placement_by_type.png
The bar under the picture is 50 µm long.
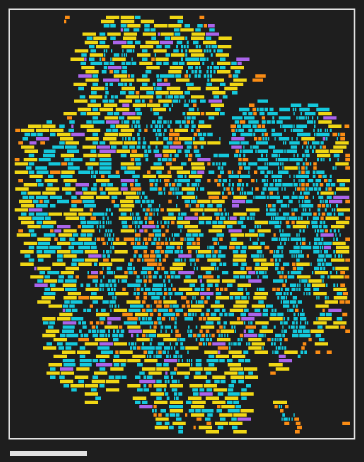
flops_by_reg.png
The bar under the picture is 50 µm long.
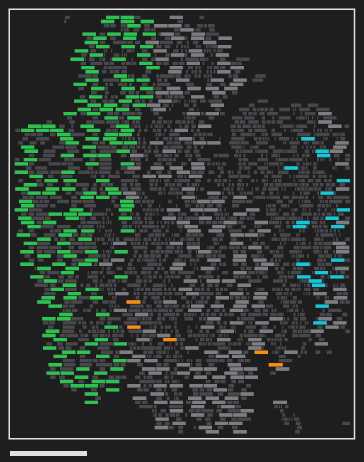
wires.png
The bar under the picture is 50 µm long. Two of the layers only.
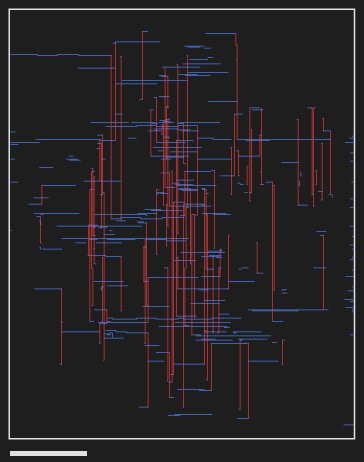
logic_types.png
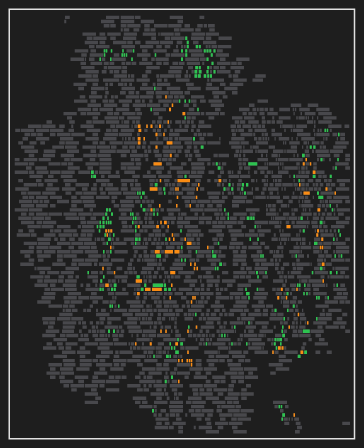
`config.mk`:
```
export PLATFORM = sky130hd
export DESIGN_NAME = fir_mac_scheduler_flat
export DESIGN_NICKNAME = d
export VERILOG_FILES = /design/src/rtl/fir_pkg.sv /design/src/rtl/fir_mac_scheduler_if.sv /design/src/rtl/fir_coef_rom.sv /design/src/rtl/fir_mac_scheduler.sv /design/src/flat_wrapper.sv
export SDC_FILE = /design/constraint.sdc
export NUM_CORES = 1
export LEC_CHECK = 0
export ABC_AREA = 0
export CORE_ASPECT_RATIO = 1.25
export CORE_MARGIN = 2
export CORE_UTILIZATION = 40
export DETAILED_ROUTE_END_ITERATION = 8
export SLEW_MARGIN = 25
export SYNTH_ARGS = -nofsm -noshare
export SYNTH_HDL_FRONTEND = slang
export SYNTH_HIERARCHICAL = 1
export SYNTH_SLANG_ARGS = --single-unit
```
`constraint.sdc`:
```
create_clock -name CLK_Filter -period 7.35 [get_ports CLK_Filter]
set_clock_uncertainty 0.1 [all_clocks]
set_input_delay 1.8375 -clock CLK_Filter [delete_from_list [all_inputs] [get_ports CLK_Filter]]
set_output_delay 1.8375 -clock CLK_Filter [all_outputs]
set_load 0.01 [all_outputs]
```
`src/rtl/fir_pkg.sv`:
```
// Shared constants, coefficient table and FSM encoding for the two-channel FIR MAC scheduler.
package fir_pkg;

   localparam int NTAPS = 22;
   localparam int DW    = 8;
   localparam int ACCW  = 20;
   localparam int NCOEF = 11;

   // Half of the symmetric impulse response; C_TAB[0] is the outermost tap.
   localparam logic [NCOEF-1:0][7:0] C_TAB = {
      8'd128, 8'd122, 8'd111, 8'd95, 8'd78, 8'd60,
      8'd43,  8'd28,  8'd16,  8'd10, 8'd2
   };

   typedef enum logic [1:0] {
      IDLE = 2'd0,
      MAC  = 2'd1,
      DONE = 2'd2
   } fsm_state_t;

endpackage

```
`src/rtl/fir_mac_scheduler_if.sv`:
```
// Sample-in / result-out bundle between the two LED sample sources and the FIR MAC scheduler.
interface fir_mac_scheduler_if #(
   parameter int DW   = fir_pkg::DW,
   parameter int ACCW = fir_pkg::ACCW
) ();
   import fir_pkg::*;

   // A sample transfers on a rising edge where valid && ready; the source holds
   // valid and sample stable until then. out_valid is a one-cycle pulse with no
   // backpressure, and out_data/out_chan hold until the next result.
   logic            red_valid;
   logic [DW-1:0]   red_sample;
   logic            red_ready;
   logic            ir_valid;
   logic [DW-1:0]   ir_sample;
   logic            ir_ready;
   logic            out_valid;
   logic            out_chan;
   logic [ACCW-1:0] out_data;
   logic            busy;
   fsm_state_t      state_dbg;

   modport master (
      output red_valid, red_sample, ir_valid, ir_sample,
      input  red_ready, ir_ready, out_valid, out_chan, out_data, busy, state_dbg
   );

   modport slave (
      input  red_valid, red_sample, ir_valid, ir_sample,
      output red_ready, ir_ready, out_valid, out_chan, out_data, busy, state_dbg
   );

endinterface

```
`src/rtl/fir_coef_rom.sv`:
```
// Combinational 22-tap symmetric coefficient lookup; taps past 21 read as zero.
module fir_coef_rom
   import fir_pkg::*;
(
   input  logic [4:0] k,
   output logic [7:0] coef
);

   logic [3:0] fold;

   always_comb begin
      fold = (k <= 5'd10) ? k[3:0] : 4'(5'd21 - k);
      coef = (k <= 5'd21) ? C_TAB[fold] : 8'd0;
   end

endmodule

```
`src/rtl/fir_mac_scheduler.sv`:
```
// Two-channel FIR filter sharing one multiplier and accumulator; round-robin
// between red and IR samples, one result every NTAPS+2 cycles.
module fir_mac_scheduler #(
   parameter int NTAPS = fir_pkg::NTAPS,
   parameter int DW    = fir_pkg::DW,
   parameter int ACCW  = fir_pkg::ACCW
) (
   input logic               CLK_Filter,
   input logic               rst_n,
   fir_mac_scheduler_if.slave bus
);
   import fir_pkg::*;

   localparam int PW = $clog2(NTAPS);

   fsm_state_t      state;
   logic [DW-1:0]   red_buf [NTAPS];
   logic [DW-1:0]   ir_buf  [NTAPS];
   logic [PW-1:0]   red_wr, ir_wr, head, k, tap_idx;
   logic            chan, last_ir;
   logic [ACCW-1:0] acc;
   logic            out_valid, out_chan;
   logic [ACCW-1:0] out_data;
   logic            red_rdy, ir_rdy;
   logic [7:0]      coef;
   logic [DW-1:0]   tap_sample;
   logic [DW+7:0]   product;

   function automatic logic [PW-1:0] next_ptr(input logic [PW-1:0] p);
      return (p == PW'(NTAPS - 1)) ? '0 : p + 1'b1;
   endfunction

   // Red wins a tie unless it was the channel served last.
   always_comb begin
      red_rdy = rst_n && (state == IDLE) && bus.red_valid && (!bus.ir_valid || last_ir);
      ir_rdy  = rst_n && (state == IDLE) && bus.ir_valid && (!bus.red_valid || !last_ir);
   end

   // Newest sample sits at head; tap k reaches back k samples, wrapping the ring.
   always_comb begin
      tap_idx    = (head >= k) ? head - k : head + PW'(NTAPS) - k;
      tap_sample = chan ? ir_buf[tap_idx] : red_buf[tap_idx];
      product    = coef * tap_sample;
   end

   fir_coef_rom u_coef_rom (
      .k    (5'(k)),
      .coef (coef)
   );

   always_ff @(posedge CLK_Filter or negedge rst_n) begin
      if (!rst_n) begin
         state <= IDLE;
         for (int i = 0; i < NTAPS; i++) begin
            red_buf[i] <= '0;
            ir_buf[i]  <= '0;
         end
         red_wr    <= '0;
         ir_wr     <= '0;
         head      <= '0;
         k         <= '0;
         chan      <= 1'b0;
         last_ir   <= 1'b1;
         acc       <= '0;
         out_valid <= 1'b0;
         out_chan  <= 1'b0;
         out_data  <= '0;
      end else begin
         out_valid <= 1'b0;
         case (state)
            IDLE: begin
               if (red_rdy) begin
                  red_buf[red_wr] <= bus.red_sample;
                  head    <= red_wr;
                  red_wr  <= next_ptr(red_wr);
                  chan    <= 1'b0;
                  last_ir <= 1'b0;
                  acc     <= '0;
                  k       <= '0;
                  state   <= MAC;
               end else if (ir_rdy) begin
                  ir_buf[ir_wr] <= bus.ir_sample;
                  head    <= ir_wr;
                  ir_wr   <= next_ptr(ir_wr);
                  chan    <= 1'b1;
                  last_ir <= 1'b1;
                  acc     <= '0;
                  k       <= '0;
                  state   <= MAC;
               end
            end
            MAC: begin
               acc <= acc + ACCW'(product);
               k   <= k + 1'b1;
               if (k == PW'(NTAPS - 1)) state <= DONE;
            end
            DONE: begin
               out_data  <= acc;
               out_chan  <= chan;
               out_valid <= 1'b1;
               state     <= IDLE;
            end
            default: state <= IDLE;
         endcase
      end
   end

   assign bus.red_ready = red_rdy;
   assign bus.ir_ready  = ir_rdy;
   assign bus.out_valid = out_valid;
   assign bus.out_chan  = out_chan;
   assign bus.out_data  = out_data;
   assign bus.busy      = (state != IDLE);
   assign bus.state_dbg = state;

endmodule
```
`src/flat_wrapper.sv`:
```
// flat-port wrapper written by rule: the top's interface ports become plain ports
module fir_mac_scheduler_flat import fir_pkg::*;
#(
   parameter int NTAPS = fir_pkg::NTAPS,
   parameter int DW    = fir_pkg::DW,
   parameter int ACCW  = fir_pkg::ACCW
)
  (CLK_Filter, rst_n, bus_red_valid, bus_red_sample, bus_ir_valid, bus_ir_sample, bus_red_ready, bus_ir_ready, bus_out_valid, bus_out_chan, bus_out_data, bus_busy, bus_state_dbg);
  fir_mac_scheduler_if #(.DW(DW), .ACCW(ACCW)) bus_i ();
  input logic CLK_Filter;
  input logic rst_n;
  input wire logic [$bits(bus_i.red_valid)-1:0] bus_red_valid;
  input wire logic [$bits(bus_i.red_sample)-1:0] bus_red_sample;
  input wire logic [$bits(bus_i.ir_valid)-1:0] bus_ir_valid;
  input wire logic [$bits(bus_i.ir_sample)-1:0] bus_ir_sample;
  output wire logic [$bits(bus_i.red_ready)-1:0] bus_red_ready;
  output wire logic [$bits(bus_i.ir_ready)-1:0] bus_ir_ready;
  output wire logic [$bits(bus_i.out_valid)-1:0] bus_out_valid;
  output wire logic [$bits(bus_i.out_chan)-1:0] bus_out_chan;
  output wire logic [$bits(bus_i.out_data)-1:0] bus_out_data;
  output wire logic [$bits(bus_i.busy)-1:0] bus_busy;
  output wire logic [$bits(bus_i.state_dbg)-1:0] bus_state_dbg;
  assign bus_i.red_valid = bus_red_valid;
  assign bus_i.red_sample = bus_red_sample;
  assign bus_i.ir_valid = bus_ir_valid;
  assign bus_i.ir_sample = bus_ir_sample;
  assign bus_red_ready = bus_i.red_ready;
  assign bus_ir_ready = bus_i.ir_ready;
  assign bus_out_valid = bus_i.out_valid;
  assign bus_out_chan = bus_i.out_chan;
  assign bus_out_data = bus_i.out_data;
  assign bus_busy = bus_i.busy;
  assign bus_state_dbg = bus_i.state_dbg;
  fir_mac_scheduler #(.NTAPS(NTAPS), .DW(DW), .ACCW(ACCW)) u_core (.CLK_Filter(CLK_Filter), .rst_n(rst_n), .bus(bus_i));
endmodule
```
==> results.md <==
| Item | This run | Unit |
|---|---|---|
| Asr flop ratio synth | 100.0 | % |
| Diode insertion count for antenna repair | 0 | - |
| Initial Utilization | 40.38 | % |
| Start point of the critical path | u_core/k[2]$_DFFE_PN0P_ | - |
| Cell taking the most area after synthesis | dfrtp_1 | - |
| Slew at the pin closest to its max-slew limit | 1.094 | ns |
| Endpoints failing hold | 0 | - |
| Summed standard-cell area reported by yosys | 0.02405 | mm² |
| Largest net degree at the start of global routing | 160 | - |
| Critical path data required time | 7.72 | ns |
| Global route total overflow | 0 | - |
| Final critical-path share of the clock period | 99.29 | % |
| EDFF count, synth | 0 | - |
| Clock buffers created by TritonCTS | 46 | - |
| M1 WL | 28.81 | mm |
| Number of levels the H-tree was split into | 2 | - |
| Number of port buffers | 46 | - |
| Outcome | finished, final reports clean | - |
| Post-synthesis cell count | 2081 | - |
| Most frequent CP cell | fa_1 | - |
| Metal2 WL | 37.73 | mm |
| Global-route wire length before repair | 113.6 | mm |
| Arrival time at the worst endpoint | 7.67 | ns |
| Max-slew violation count | 0 | - |
| Distinct lib cells used | 86 | - |
| Post-synthesis to final-layout area growth | 23.63 | % |
| Yosys cell count | 2081 | - |
| First-pass DRT Iterations | 5 | - |
| Main area contributors | dfrtp_1, mux2_2, mux4_2 | - |
| Max Root-Sink Buffers | 3 | - |
Back to the opening pictures, placement_by_type.png:
legend:
  yellow:
    class: sequential cells
    cells: 418
    share_of_their_area: 36%
  purple:
    class: clock drivers and dummy loads
    cells: 83
    share_of_their_area: 5.7%
  orange:
    class: remaining buffers and delay cells
    cells: 325
    share_of_their_area: 9.9%
  cyan:
    class: combinational and other logic
    cells: 1540
    share_of_their_area: 48%
area of the core: 0.05956 mm²
num rows: 100
area of all placed cells without fillers: 0.02973 mm²

Back to the opening pictures, flops_by_reg.png:
legend:
  cyan:
    name_in_the_netlist: `u_core/acc`
    sequential_cells: 20
    where: right middle
  green:
    name_in_the_netlist: `u_core/ir_buf`
    sequential_cells: 176
  orange:
    name_in_the_netlist: `u_core/k`
    sequential_cells: 5
    where: bottom middle
not coloured: 217

Back to the opening pictures, wires.png:
legend:
  blue:
    layer: metal 3
    wire_length: 2960 µm
  red:
    layer: metal 4
    wire_length: 4300 µm
All-Layer GR Usage: 23.80%
total length of routed wires: 73.79 mm
Wirelength per Cell: 23.57 µm
total number of vias: 18150

Back to the opening pictures, logic_types.png:
legend:
  orange:
    family: nor cells
    cells: 113
  green:
    family: nand cells
    cells: 241
    where: spread over the die
number of standard cells in the layout, taps in and fillers out: 3131
combinational fraction of the cell area: 44.47%
highest-count logic cell in the final layout: dfrtp_1

## metrics by stage
step | utilization [%] | hold WS (ns)
floorplan | - | 0.3442
global placement | 45.47 | 0.3567
detailed placement | 45.45 | 0.3638
CTS | 48.78 | 0.3748
global route | 49.93 | 0.4057
finish | 49.93 | 0.3753
## cell usage in the layout, fill, tap and decap left out, drive strengths merged, types with 70 or more instances in the layout
cell type / netlist / routed
dfrtp: 417 / 417
buf: 39 / 286
nand2: 136 / 136
nand3: 71 / 71
o21ai: 103 / 103
inv: 155 / 157
ha: 70 / 70
a21oi: 71 / 71
mux2: 362 / 362
## what timing repair did
item,4_1_cts,5_1_grt
gates resized,79,133
setup buffers,5,23
endpoints found under the setup margin,11,12
cloned,2,1
pin swaps,28,69
## worst min-delay path by stage
stage / to / cells past startpoint
after floorplan: u_core/acc[19]$_DFFE_PN0P_ / 1
after global placement: u_core/last_ir$_DFFE_PN1P_ / 2
after detailed placement: u_core/last_ir$_DFFE_PN1P_ / 2
after CTS: u_core/last_ir$_DFFE_PN1P_ / 2
after global routing: u_core/bus.out_data[4]$_DFFE_PN0P_ / 2
final: u_core/last_ir$_DFFE_PN1P_ / 2
## state kept, by name, summed over array words and instances (netlist names)
register,flops
u_core/red_buf,176
u_core/head,5
u_core/k,5
u_core/ir_buf,176
u_core/chan,1
u_core/bus.out_chan,1
u_core/bus.out_valid,1
u_core/bus.state_dbg,2
u_core/acc,20
u_core/last_ir,1
u_core/ir_wr,5
u_core/red_wr,5
u_core/bus.out_data,20
## final cells by class
cell class                 count  area [µm²]  share of cell area [%]
sequential                   418       10460                   35.19
multi-input combinational   1384       13220                   44.47
inverter                     156       588.1                   1.978
clock buffer                  67        1391                   4.679
clock inverter                16       256.5                  0.8626
timing repair buffer         325        2854                   9.598
tap                          765       957.2                   3.219
## worst register-to-register path: stages (launching register included)
cell and delay, ns:
dfrtp_2 0.48, ha_4 0.28, buf_4 0.15, fa_2 0.62
buf_12 0.15, buf_6 0.11, mux4_2 0.29, mux4_2 0.50
nand2_2 0.07, o211ai_1 0.22, buf_4 0.25, nand3_4 0.09
o22ai_4 0.08, fa_1 0.56, fa_1 0.46, fa_1 0.53
inv_2 0.04, fa_1 0.52, inv_1 0.06, ha_4 0.17
or3_4 0.38, o211a_1 0.25, o21ai_2 0.15, a21boi_1 0.09
or3_1 0.31, a32o_1 0.25
## logic make-up (layout without fill, tap and decap cells)
logic type,count (synthesis),in the layout,synth area share (%)
buf+inv,280,564,4.656
compound gates,370,371,10.35
mux,465,465,24.46
flops,418,418,43.50
simple gates,406,406,8.225
xor+xnor,19,19,0.7544
fa+ha+maj,123,123,8.053
